$ cat src/rtl/sparhixcel_pkg.sv
// Shared weight-path definitions: array geometry, weight-memory address width
// and the weight writer state encoding, so writer and memory cannot disagree.
package sparhixcel_pkg;

    localparam int SPX_N_ROWS_ARRAY    = 16;
    localparam int SPX_F_WIDTH         = 8;
    localparam int SPX_WMEM_ADDR_WIDTH = 16;

    typedef enum logic [1:0] {
        ST_IDLE  = 2'd0,
        ST_PACK  = 2'd1,
        ST_WRITE = 2'd2,
        ST_DONE  = 2'd3
    } wmw_state_e;

    // A new load may only be started from a quiescent state.
    function automatic logic can_start(input wmw_state_e st);
        return (st == ST_IDLE) || (st == ST_DONE);
    endfunction

endpackage

$ cat src/rtl/weight_mem_writer_if.sv
// Byte stream (valid/ready) plus weight-memory mem2 write port of the weight writer.
interface weight_mem_writer_if
    import sparhixcel_pkg::*;
#(
    parameter int N_ROWS_ARRAY = SPX_N_ROWS_ARRAY,
    parameter int F_WIDTH      = SPX_F_WIDTH,
    parameter int ADDR_WIDTH   = SPX_WMEM_ADDR_WIDTH
) ();

    logic [F_WIDTH-1:0]              s_data_i;
    logic                            s_valid_i;
    logic                            s_ready_o;
    logic                            wr_mem2_ld_o;
    logic [ADDR_WIDTH-1:0]           wr_addrs_mem2_o;
    logic [N_ROWS_ARRAY*F_WIDTH-1:0] mem2_data_o;

    modport slave (
        input  s_data_i, s_valid_i,
        output s_ready_o, wr_mem2_ld_o, wr_addrs_mem2_o, mem2_data_o
    );

    modport master (
        output s_data_i, s_valid_i,
        input  s_ready_o, wr_mem2_ld_o, wr_addrs_mem2_o, mem2_data_o
    );

endinterface

$ cat src/rtl/weight_mem_writer_lane_packer.sv
// weight_lane_packer: gathers N_ROWS_ARRAY stream bytes into one word; word_o
// holds the last complete word, word_full_o flags the beat that completes it.
module weight_lane_packer
    import sparhixcel_pkg::*;
#(
    parameter int N_ROWS_ARRAY = SPX_N_ROWS_ARRAY,
    parameter int F_WIDTH      = SPX_F_WIDTH
) (
    input  logic                            clk_i,
    input  logic                            rd_weight_rst,
    input  logic                            clr_i,
    input  logic                            beat_i,
    input  logic [F_WIDTH-1:0]              data_i,
    output logic [N_ROWS_ARRAY*F_WIDTH-1:0] word_o,
    output logic                            word_full_o
);

    localparam int CNT_W = (N_ROWS_ARRAY > 1) ? $clog2(N_ROWS_ARRAY) : 1;
    localparam logic [CNT_W-1:0] LAST_LANE = CNT_W'(N_ROWS_ARRAY - 1);

    logic [CNT_W-1:0]                lane_cnt_r;
    logic [N_ROWS_ARRAY*F_WIDTH-1:0] lanes_r;
    logic [N_ROWS_ARRAY*F_WIDTH-1:0] lanes_next_s;
    logic [N_ROWS_ARRAY*F_WIDTH-1:0] word_r;
    logic                            full_s;

    // Lane image including the byte arriving this cycle.
    always_comb begin
        lanes_next_s = lanes_r;
        if (beat_i) begin
            lanes_next_s[int'(lane_cnt_r) * F_WIDTH +: F_WIDTH] = data_i;
        end else begin
            lanes_next_s = lanes_r;
        end
    end

    assign full_s      = beat_i && (lane_cnt_r == LAST_LANE);
    assign word_full_o = full_s;
    assign word_o      = word_r;

    // Lane storage and counter; the completed word is latched so it stays
    // stable through the write strobe and between writes.
    always_ff @(posedge clk_i or posedge rd_weight_rst) begin
        if (rd_weight_rst) begin
            lane_cnt_r <= '0;
            lanes_r    <= '0;
            word_r     <= '0;
        end else if (clr_i) begin
            lane_cnt_r <= '0;
            lanes_r    <= '0;
        end else if (beat_i) begin
            lanes_r    <= lanes_next_s;
            lane_cnt_r <= full_s ? '0 : lane_cnt_r + CNT_W'(1'b1);
            if (full_s) begin
                word_r <= lanes_next_s;
            end
        end
    end

endmodule

$ cat src/rtl/weight_mem_writer.sv
// Weight-memory producer: packs the byte stream into words and writes them to
// mem2 at auto-incrementing addresses. Optional checksum: WEIGHT_CHECKSUM_EN.
module weight_mem_writer
    import sparhixcel_pkg::*;
#(
    parameter int N_ROWS_ARRAY = SPX_N_ROWS_ARRAY,
    parameter int F_WIDTH      = SPX_F_WIDTH,
    parameter int ADDR_WIDTH   = SPX_WMEM_ADDR_WIDTH
) (
    input  logic                  clk_i,
    input  logic                  rd_weight_rst,
    input  logic                  start_i,
    input  logic [ADDR_WIDTH-1:0] base_addr_i,
    input  logic [ADDR_WIDTH-1:0] num_words_i,
    weight_mem_writer_if.slave    bus,
    output logic                  busy_o,
    output logic                  done_o,
    output logic                  weight_ready_o
`ifdef WEIGHT_CHECKSUM_EN
    ,
    output logic [15:0]           checksum_o
`endif
);

    wmw_state_e            state_r;
    wmw_state_e            next_state_s;
    logic [ADDR_WIDTH-1:0] addr_r;
    logic [ADDR_WIDTH-1:0] word_cnt_r;
    logic [ADDR_WIDTH-1:0] num_r;
    logic                  done_r;
    logic                  ready_r;
    logic                  start_acc_s;
    logic                  last_word_s;
    logic                  beat_s;
    logic                  word_full_s;
    logic                  s_ready_s;
    logic                  ld_s;
    logic                  busy_s;

    assign start_acc_s = start_i && can_start(state_r);
    assign last_word_s = (word_cnt_r + ADDR_WIDTH'(1'b1)) == num_r;
    assign beat_s      = bus.s_valid_i && s_ready_s;

    weight_lane_packer #(
        .N_ROWS_ARRAY (N_ROWS_ARRAY),
        .F_WIDTH      (F_WIDTH)
    ) u_packer (
        .clk_i         (clk_i),
        .rd_weight_rst (rd_weight_rst),
        .clr_i         (start_acc_s),
        .beat_i        (beat_s),
        .data_i        (bus.s_data_i),
        .word_o        (bus.mem2_data_o),
        .word_full_o   (word_full_s)
    );

    // State register.
    always_ff @(posedge clk_i or posedge rd_weight_rst) begin
        if (rd_weight_rst) begin
            state_r <= ST_IDLE;
        end else begin
            state_r <= next_state_s;
        end
    end

    // Next-state logic; a zero-length request goes straight to DONE.
    always_comb begin
        next_state_s = state_r;
        case (state_r)
            ST_IDLE, ST_DONE: begin
                if (start_i) begin
                    next_state_s = (num_words_i == '0) ? ST_DONE : ST_PACK;
                end else begin
                    next_state_s = state_r;
                end
            end
            ST_PACK: begin
                if (word_full_s) begin
                    next_state_s = ST_WRITE;
                end else begin
                    next_state_s = ST_PACK;
                end
            end
            ST_WRITE: begin
                if (last_word_s) begin
                    next_state_s = ST_DONE;
                end else begin
                    next_state_s = ST_PACK;
                end
            end
            default: next_state_s = ST_IDLE;
        endcase
    end

    // Output decode of the state register.
    always_comb begin
        s_ready_s = 1'b0;
        ld_s      = 1'b0;
        busy_s    = 1'b0;
        case (state_r)
            ST_PACK: begin
                s_ready_s = 1'b1;
                busy_s    = 1'b1;
            end
            ST_WRITE: begin
                ld_s   = 1'b1;
                busy_s = 1'b1;
            end
            default: begin
                s_ready_s = 1'b0;
                ld_s      = 1'b0;
                busy_s    = 1'b0;
            end
        endcase
    end

    // Load parameters, address and word count; done is a pulse on each entry
    // into DONE, including a zero-length restart from DONE.
    always_ff @(posedge clk_i or posedge rd_weight_rst) begin
        if (rd_weight_rst) begin
            addr_r     <= '0;
            word_cnt_r <= '0;
            num_r      <= '0;
            done_r     <= 1'b0;
            ready_r    <= 1'b0;
        end else begin
            if (start_acc_s) begin
                addr_r     <= base_addr_i;
                num_r      <= num_words_i;
                word_cnt_r <= '0;
            end else if (state_r == ST_WRITE) begin
                addr_r     <= addr_r + ADDR_WIDTH'(1'b1);
                word_cnt_r <= word_cnt_r + ADDR_WIDTH'(1'b1);
            end
            ready_r <= (next_state_s == ST_DONE);
            done_r  <= (next_state_s == ST_DONE) && ((state_r != ST_DONE) || start_acc_s);
        end
    end

    assign bus.s_ready_o       = s_ready_s;
    assign bus.wr_mem2_ld_o    = ld_s;
    assign bus.wr_addrs_mem2_o = addr_r;
    assign busy_o              = busy_s;
    assign done_o              = done_r;
    assign weight_ready_o      = ready_r;

`ifdef WEIGHT_CHECKSUM_EN
    logic [15:0] checksum_r;

    // Running sum of accepted bytes since the last accepted start.
    always_ff @(posedge clk_i or posedge rd_weight_rst) begin
        if (rd_weight_rst) begin
            checksum_r <= 16'h0000;
        end else if (start_acc_s) begin
            checksum_r <= 16'h0000;
        end else if (beat_s) begin
            checksum_r <= checksum_r + 16'(bus.s_data_i);
        end
    end

    assign checksum_o = checksum_r;
`endif

endmodule

$ cat src/flat_wrapper.sv
// flat-port wrapper written by rule: the top's interface ports become plain ports
module weight_mem_writer_flat import sparhixcel_pkg::*;
#(
    parameter int N_ROWS_ARRAY = SPX_N_ROWS_ARRAY,
    parameter int F_WIDTH      = SPX_F_WIDTH,
    parameter int ADDR_WIDTH   = SPX_WMEM_ADDR_WIDTH
)
  (clk_i, rd_weight_rst, start_i, base_addr_i, num_words_i, busy_o, done_o, weight_ready_o, bus_s_data_i, bus_s_valid_i, bus_s_ready_o, bus_wr_mem2_ld_o, bus_wr_addrs_mem2_o, bus_mem2_data_o);
  weight_mem_writer_if #(.N_ROWS_ARRAY(N_ROWS_ARRAY), .F_WIDTH(F_WIDTH), .ADDR_WIDTH(ADDR_WIDTH)) bus_i ();
  input  logic clk_i;
  input  logic rd_weight_rst;
  input  logic start_i;
  input  logic [ADDR_WIDTH-1:0] base_addr_i;
  input  logic [ADDR_WIDTH-1:0] num_words_i;
  output logic busy_o;
  output logic done_o;
  output logic weight_ready_o;
  input wire logic [$bits(bus_i.s_data_i)-1:0] bus_s_data_i;
  input wire logic [$bits(bus_i.s_valid_i)-1:0] bus_s_valid_i;
  output wire logic [$bits(bus_i.s_ready_o)-1:0] bus_s_ready_o;
  output wire logic [$bits(bus_i.wr_mem2_ld_o)-1:0] bus_wr_mem2_ld_o;
  output wire logic [$bits(bus_i.wr_addrs_mem2_o)-1:0] bus_wr_addrs_mem2_o;
  output wire logic [$bits(bus_i.mem2_data_o)-1:0] bus_mem2_data_o;
  assign bus_i.s_data_i = bus_s_data_i;
  assign bus_i.s_valid_i = bus_s_valid_i;
  assign bus_s_ready_o = bus_i.s_ready_o;
  assign bus_wr_mem2_ld_o = bus_i.wr_mem2_ld_o;
  assign bus_wr_addrs_mem2_o = bus_i.wr_addrs_mem2_o;
  assign bus_mem2_data_o = bus_i.mem2_data_o;
  weight_mem_writer #(.N_ROWS_ARRAY(N_ROWS_ARRAY), .F_WIDTH(F_WIDTH), .ADDR_WIDTH(ADDR_WIDTH)) u_core (.clk_i(clk_i), .rd_weight_rst(rd_weight_rst), .start_i(start_i), .base_addr_i(base_addr_i), .num_words_i(num_words_i), .bus(bus_i), .busy_o(busy_o), .done_o(done_o), .weight_ready_o(weight_ready_o));
endmodule
$ cat config.mk
export PLATFORM = sky130hd
export DESIGN_NAME = weight_mem_writer_flat
export DESIGN_NICKNAME = d
export VERILOG_FILES = /design/src/rtl/sparhixcel_pkg.sv /design/src/rtl/weight_mem_writer_if.sv /design/src/rtl/weight_mem_writer_lane_packer.sv /design/src/rtl/weight_mem_writer.sv /design/src/flat_wrapper.sv
export SDC_FILE = /design/constraint.sdc
export NUM_CORES = 1
export LEC_CHECK = 0
export CAP_MARGIN = 20
export CORE_MARGIN = 4
export CORE_UTILIZATION = 41
export CTS_CLUSTER_SIZE = 12
export DETAILED_ROUTE_END_ITERATION = 6
export SKIP_CTS_REPAIR_TIMING = 1
export SYNTH_ARGS = -nofsm -noshare
export SYNTH_HDL_FRONTEND = slang
export SYNTH_SLANG_ARGS = --single-unit
export TNS_END_PERCENT = 1
$ cat constraint.sdc
create_clock -name clk_i -period 12.82 [get_ports clk_i]
set_clock_uncertainty 0.05 [all_clocks]
set_input_delay 1.282 -clock clk_i [delete_from_list [all_inputs] [get_ports clk_i]]
set_output_delay 1.282 -clock clk_i [all_outputs]
set_load 0.1 [all_outputs]
==> impl_metrics.csv, run 1 <==
group,metric,value,unit
cells_and_area,flops,312,
synth,syn_inst,1520,
sta,fin_crit_sh,0.305,
worst_setup_path,r2r_start,"u_core.u_packer.lane_cnt_r[0]",
detailed_routing,first_iter_violations,780,
sta,fin_tns_setup,0,ps
cells_and_area,fill_cells,3132,
cells_and_area,n_all_buffers,204,
synth,ys_chip_area,14100,sq um
global_route,grt_max_degree,257,
sta,setup-violations-final,0,
cells_and_area,largest_cell_class,"flip-flops and latches",
sta,min_period,3910,ps
sta,worst_hold_slack,429,ps
synth,ys_seq_share,0.552,
pwr,p_sw_frac,0.386,
cells_and_area,layout-drive-gt1-share,0.0459,
synth,syn_area_per_cell,9.30,sq um
clock_tree,cts.clk_slew.worst_paths,60,ps
cells_and_area,lay_top_count,"dfrtp_1",
sta,slew_violations,0,
detailed_routing,final_antenna_net_count,0,
synth,ys_sh_adder,0.00885,
status,outcome,"completed",
sta,final_hold_viol_count,0,
floorplanning,die_area,37500,sq um
## run 1: metal layers
metal | GRT usage | up-vias
met5 | 0 | -
met4 | 0.0493 | 0
met3 | 0.0283 | 52
met2 | 0.325 | 267
met1 | 0.303 | 5693
li1 | - | 5524
## run 1: worst max-delay path, cell delays in order (launching register included)
cell and delay, ps:
dfrtp_1 410, inv_1 60, ha_1 380, inv_1 90, clkdlybuf4s50_1 1130
## run 1: cells in the mapped netlist (14+ instances only)
master       n
nand4_1     15
xor2_1      21
a21oi_1    177
nand2_1    240
nor2_1     224
a31oi_1     18
a22o_1      24
nand3_1     40
o21ai_0    114
nor3_1      25
mux2i_1     62
xnor2_1     30
inv_1       14
clkbuf_1    61
dfrtp_1    312
o2bb2ai_1   16
## run 1: how the worst min path moves through the flow
stage               cells after the start  slack (ps)                         start                            to
global placement                        2         410   u_core.u_packer.lanes_r[13]   u_core.u_packer.lanes_r[13]
global route                            1         450   u_core.u_packer.lanes_r[84]   u_core.u_packer.lanes_r[84]
finish                                  2         430   u_core.u_packer.lanes_r[28]   u_core.u_packer.lanes_r[28]
detailed placement                      2         420   u_core.u_packer.lanes_r[95]   u_core.u_packer.lanes_r[95]
floorplan                               2         400  u_core.u_packer.lanes_r[104]  u_core.u_packer.lanes_r[104]
CTS                                     2         430   u_core.u_packer.lanes_r[28]   u_core.u_packer.lanes_r[28]
## run 1: flip-flops by register name, indices dropped and copies added (netlist names)
name                        count
u_core.word_cnt_r              16
u_core.weight_ready_o           1
u_core.state_r                  2
u_core.bus.wr_addrs_mem2_o     16
u_core.u_packer.word_o        128
u_core.done_o                   1
u_core.num_r                   16
u_core.u_packer.lanes_r       128
u_core.u_packer.lane_cnt_r      4
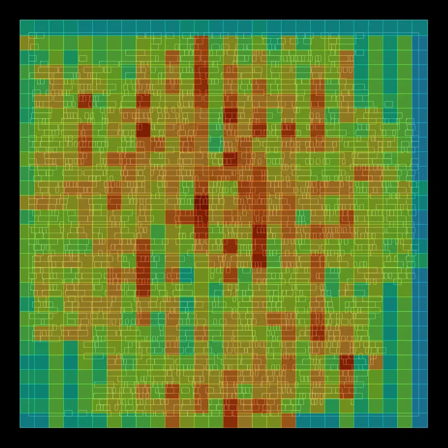
*Congestion heat map, run 1*
GRT met3 Usage: 0.0283
post-layout util: 0.520

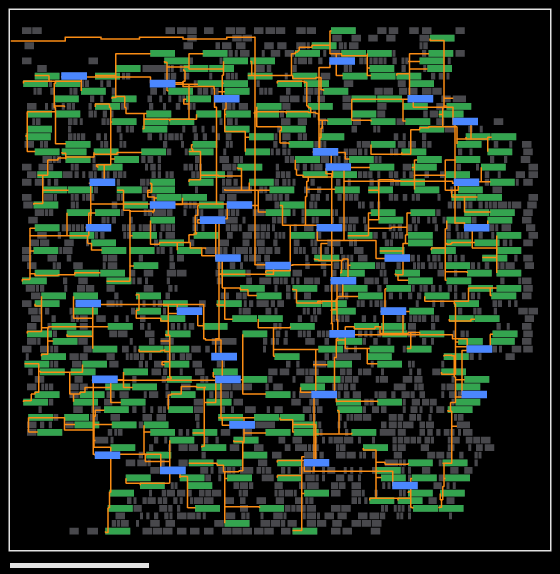
*Clock network drawn from the DEF, run 1*
Bar = 50 um.
Key: flip-flops = green [count 312]; clock-net drivers = blue [count 35]; clock wires = orange [length 4,070 um]
There are 36 routed clock nets. Position of the flops: widely spread.
Clock net power: 1.00 mW
clock share of power: 0.326
Latency at later pin: 510 ps

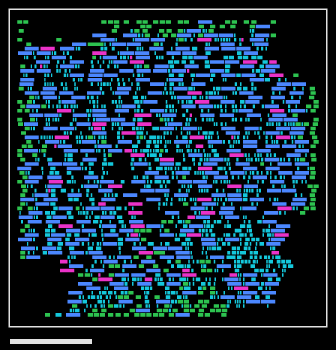
*Cells colored by class, run 1*
Bar = 50 um.
Key: remaining buffers and delay cells = green [cells 204, share of their area 12%]; sequential cells = blue [cells 312, share of their area 46%]; remaining logic cells = cyan [cells 1,124, share of their area 35%]; clock drivers and dummy loads = magenta [cells 59, share of their area 6.8%]
Rows: 67
flop share of the area: 0.444
post-route design area: 17,600 sq um
Core Area: 33,800 sq um

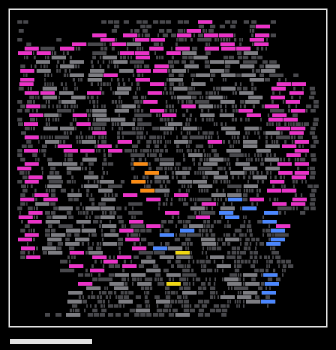
*Sequential cells grouped by signal name, run 1*
Bar = 50 um. Other sequential cells in the stronger gray, the rest of the logic in the fainter gray.
Key: u_core.state_r = yellow [flops 2]; u_core.word_cnt_r = blue [flops 16]; u_core.u_packer.lane_cnt_r = orange [flops 4, where middle]; u_core.u_packer.word_o = magenta [flops 128, where widely spread]
seq pwr: 1.13 mW
Reg area: 7810 sq um

### Gate-type map, run 1

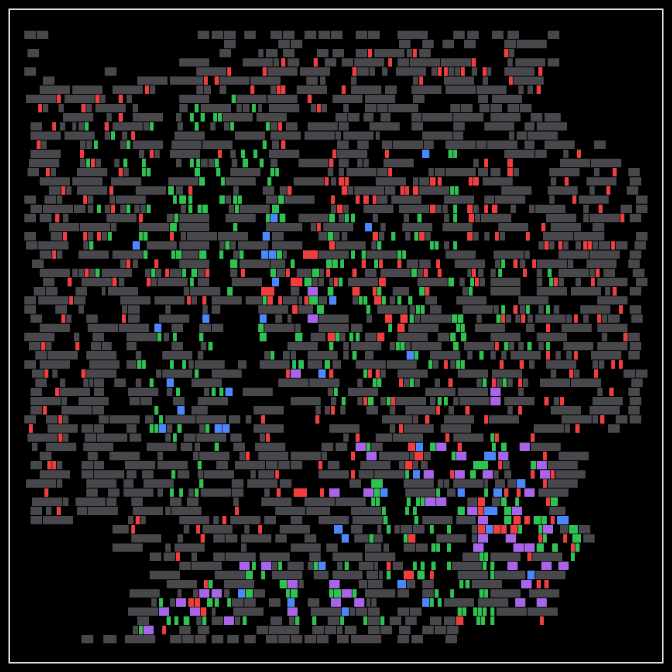

--- run 2 (diff from run 1) ---
clock period = 3.2 ns   (was 12.82 ns; I/O delays follow)
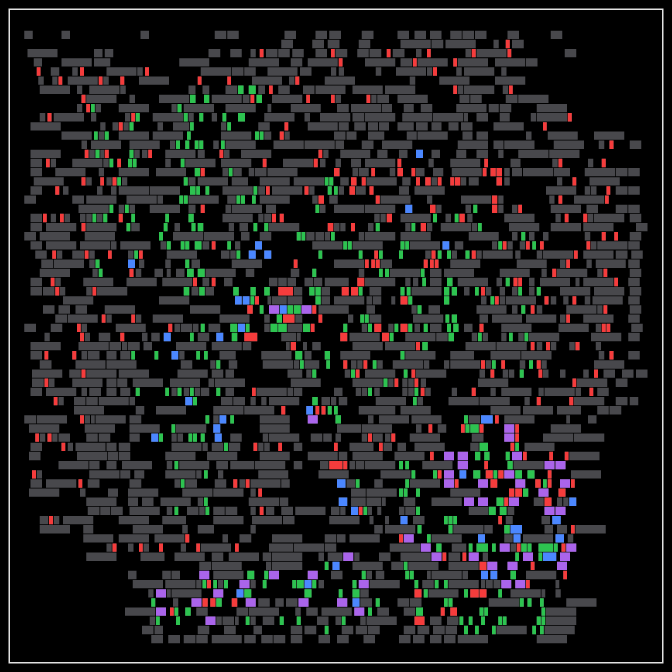
*Gate-type map, run 2*
Key: xor and xnor cells = purple [cells 51, most used xnor2_1]; nor cells = red [cells 271, most used nor2_1, where widely spread]; nand cells = green [cells 307, most used nand2_1]; and/or cells = blue [cells 39]
most frequent logic cell in the layout: dfrtp_1
combinational share of cell area: 0.332
Final Non-Filler Cells: 2,197

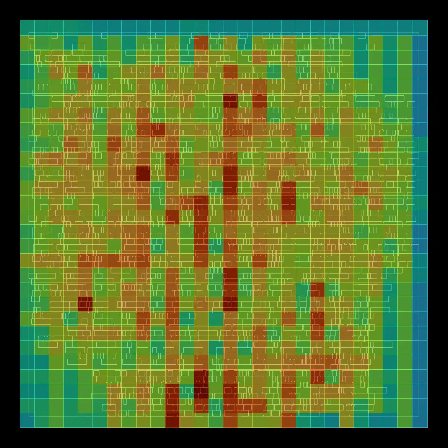
*Congestion heat map, run 2*
post-layout util: 0.530
WL per Instance: 17.9 um
GRT met3 Usage: 0.0318
gr usage total: 0.206

==> impl_metrics.csv, run 2 <==
group,metric,value,unit
sta,setup-violations-final,0,
cells_and_area,final_cell_area,17900,sq um
sta,fin_crit_sh,0.868,
global_route,grt_max_degree,97,
clock_tree,cts.clk_slew.worst_paths,60,ps
synth,ys_sh_adder,0.00885,
sta,slew_violations,0,
floorplanning,die_area,37500,sq um
sta,final_hold_viol_count,0,
detailed_routing,final_antenna_net_count,0,
synth,ys_seq_share,0.552,
clock_tree,worstSkewPairLatency,510,ps
synth,syn_inst,1520,
sta,min_period,2780,ps
floorplanning,core,33800,sq um
synth,syn_area_per_cell,9.30,sq um
synth,yosys.cell_count.top_type,"dfrtp_1",
sta,fin_tns_setup,0,ps
clock_tree,cts_buffers,36,
status,outcome,"completed",
==> run 2: area by class of cell <==
type / instances / area [sq um]
Inverter: 14 / 56.3
Antenna cell: 1 / 2.50
Fill cell: 3121 / 15900
Sequential cell: 312 / 7810
Clock inverter: 9 / 81.3
Clock buffer: 55 / 1070
Tap cell: 448 / 561
Multi-Input combinational cell: 1110 / 5940
Timing Repair Buffer: 248 / 2370
==> run 2: metal layers <==
layer | wire length, um | up-vias | track usage
li1 | - | 5628 | -
met1 | 18300 | 5675 | 0.299
met2 | 18200 | 287 | 0.323
met3 | 1900 | 63 | 0.0318
met4 | 968 | 0 | 0.0601
met5 | 0 | - | 0
==> run 2: worst max-delay path: stages, from the launching register on <==
cell and delay (ps):
dfrtp_1 470, inv_1 140, ha_1 300, nand2b_1 180, a211oi_2 450, nand2_1 190, nor3_1 220, buf_4 250
nand2_1 220, o2bb2ai_1 220
==> run 2: final timing paths <==
| kind | from | endpoint | slack (ps) |
|---|---|---|---|
| min reg2reg | u_core.u_packer.lanes_r[123] | u_core.u_packer.lanes_r[123] | 430 |
| min | rd_weight_rst | u_core.bus.wr_addrs_mem2_o[0] | 170 |
| max | u_core.u_packer.lane_cnt_r[0] | u_core.u_packer.lanes_r[82] | 420 |
| min in group clk_i | num_words_i[8] | u_core.num_r[8] | 320 |
| max reg2reg | u_core.u_packer.lane_cnt_r[0] | u_core.u_packer.lanes_r[82] | 420 |
| max in group asynchronous | rd_weight_rst | u_core.u_packer.lanes_r[3] | 2030 |
==> run 2: where the power goes <==
part           switching (mW)  internal (mW)  leakage [nW]
logic                    2.98           1.15          2.87
clock network            1.61           2.40         0.573
registers               0.267           4.21          4.30
### Sequential cells grouped by signal name, run 2

Bar = 50 um. Other sequential cells in the stronger gray, the rest of the logic in the fainter gray.
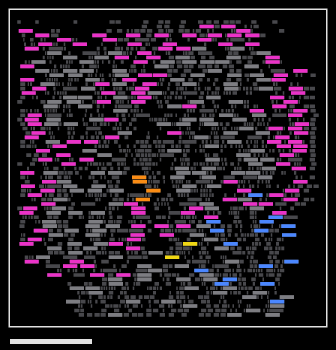

--- run 3 (diff from run 2) ---
GPL_ROUTABILITY_DRIVEN = 0   (was default)
SETUP_SLACK_MARGIN = 0.2   (was default)
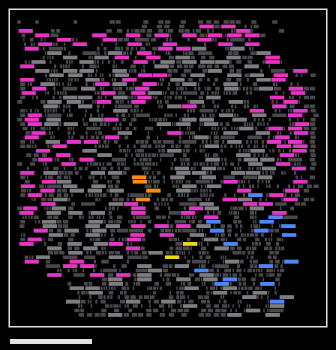
*Sequential cells grouped by signal name, run 3*
Bar = 50 um. Other sequential cells in the stronger gray, the rest of the logic in the fainter gray.
post-layout util: 0.530
seq pwr: 4.48 mW
flop share of the area: 0.436

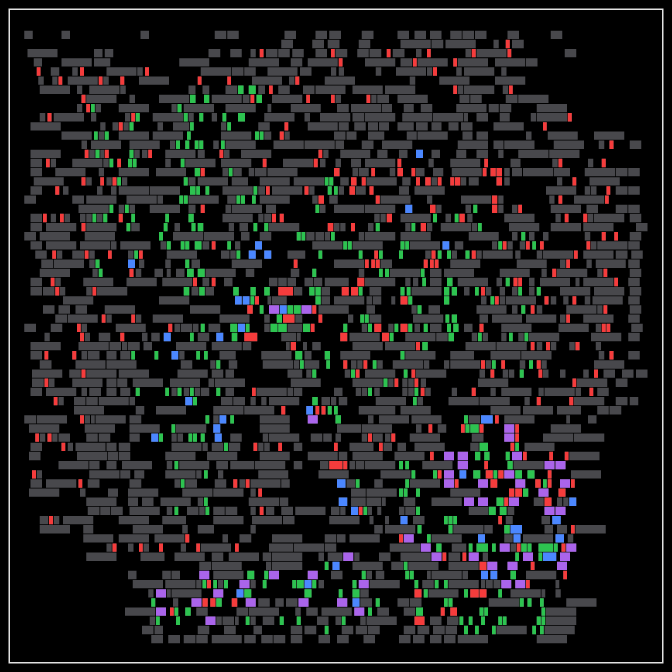
*Gate-type map, run 3*
combinational share of cell area: 0.332

==> impl_metrics.csv, run 3 <==
group,metric,value,unit
status,outcome,"completed",
cells_and_area,final_cell_area,17900,sq um
worst_setup_path,slowest_stage,"dfrtp_1",
worst_setup_path,reg2reg_slack,450,ps
synth,syn_inst,1520,
clock_tree,worstSkewPairLatency,510,ps
sta,min_period,2750,ps
sta,setup-violations-final,0,
clock_tree,cts.clk_slew.worst_paths,60,ps
cells_and_area,fill_cells,3121,
pwr,comb_power_share,0.328,
worst_setup_path,worst-path-buf-inv,3,
cells_and_area,num-clock-buffers,55,
worst_setup_path,r2r_start,"u_core.u_packer.lane_cnt_r[0]",
clock_tree,cts_buffers,36,
global_route,grt_max_degree,97,
sta,final_hold_viol_count,0,
synth,yosys.cell_count.top_type,"dfrtp_1",
cells_and_area,n_all_buffers,248,
cells_and_area,largest_cell_class,"flip-flops and latches",
worst_setup_path,timing.rr.end,"u_core.u_packer.lanes_r[85]",
cells_and_area,logic_gates,1110,
worst_setup_path,path_common_cell,"buf_4",
cells_and_area,clk_share,0.0645,
sta,slew_violations,0,
pwr,p_switching,4.86,mW
cells_and_area,ff_latch_area,7810,sq um
sta,fin_tns_setup,0,ps
worst_setup_path,path_depth,10,
floorplanning,core,33800,sq um
detailed_routing,wl_per_cell,18.0,um
cells_and_area,inv_count,14,
worst_setup_path,endpoint,"u_core.u_packer.lanes_r[85]",
synth,syn_area_per_cell,9.30,sq um
==> run 3: cell counts after synthesis <==
Identical to the previous run, type by type.
==> run 3: power groups by stage <==
stage	Clock, mW	Sequential [mW]	Combinational (mW)
3_3_place_gp	0	4.54	4.08
4_1_cts	4.12	4.48	4.12
6_report	4.01	4.48	4.14
2_1_floorplan	0	5.25	2.01
3_5_place_dp	0	4.55	4.11
5_1_grt	4.29	4.52	4.45
==> run 3: cell families (layout without fill, tap and decap cells) <==
| logic type | after synthesis | count (layout) | share of synthesized area |
|---|---|---|---|
| adders and majority gates | 10 | 10 | 0.00885 |
| and+or+nand+nor | 617 | 617 | 0.188 |
| buffers and inverters | 98 | 326 | 0.0285 |
| xor gates and xnor gates | 51 | 51 | 0.0316 |
| DFF | 312 | 312 | 0.552 |
| AOI/OAI and AO/OA | 370 | 370 | 0.147 |
| other | 0 | 1 | 0 |
| muxes | 62 | 62 | 0.0439 |
==> run 3: how the worst min path moves through the flow <==
stage / depth (start not counted) / to / start
2_1_floorplan: 2 / u_core.num_r[0] / num_words_i[0]
3_3_place_gp: 2 / u_core.u_packer.lanes_r[45] / u_core.u_packer.lanes_r[45]
3_5_place_dp: 2 / u_core.u_packer.lanes_r[125] / u_core.u_packer.lanes_r[125]
4_1_cts: 2 / u_core.bus.wr_addrs_mem2_o[3] / rd_weight_rst
5_1_grt: 2 / u_core.bus.wr_addrs_mem2_o[11] / rd_weight_rst
6_report: 2 / u_core.bus.wr_addrs_mem2_o[0] / rd_weight_rst
==> run 3: metal layers <==
layer | up-vias | GRT usage | share of wire
li1 | 5620 | - | -
met1 | 5662 | 0.299 | 0.47
met2 | 275 | 0.323 | 0.46
met3 | 60 | 0.0318 | 0.045
met4 | 0 | 0.0601 | 0.024
met5 | - | 0 | 0
No activity file was given, so power comes from the tool's default toggle rates.
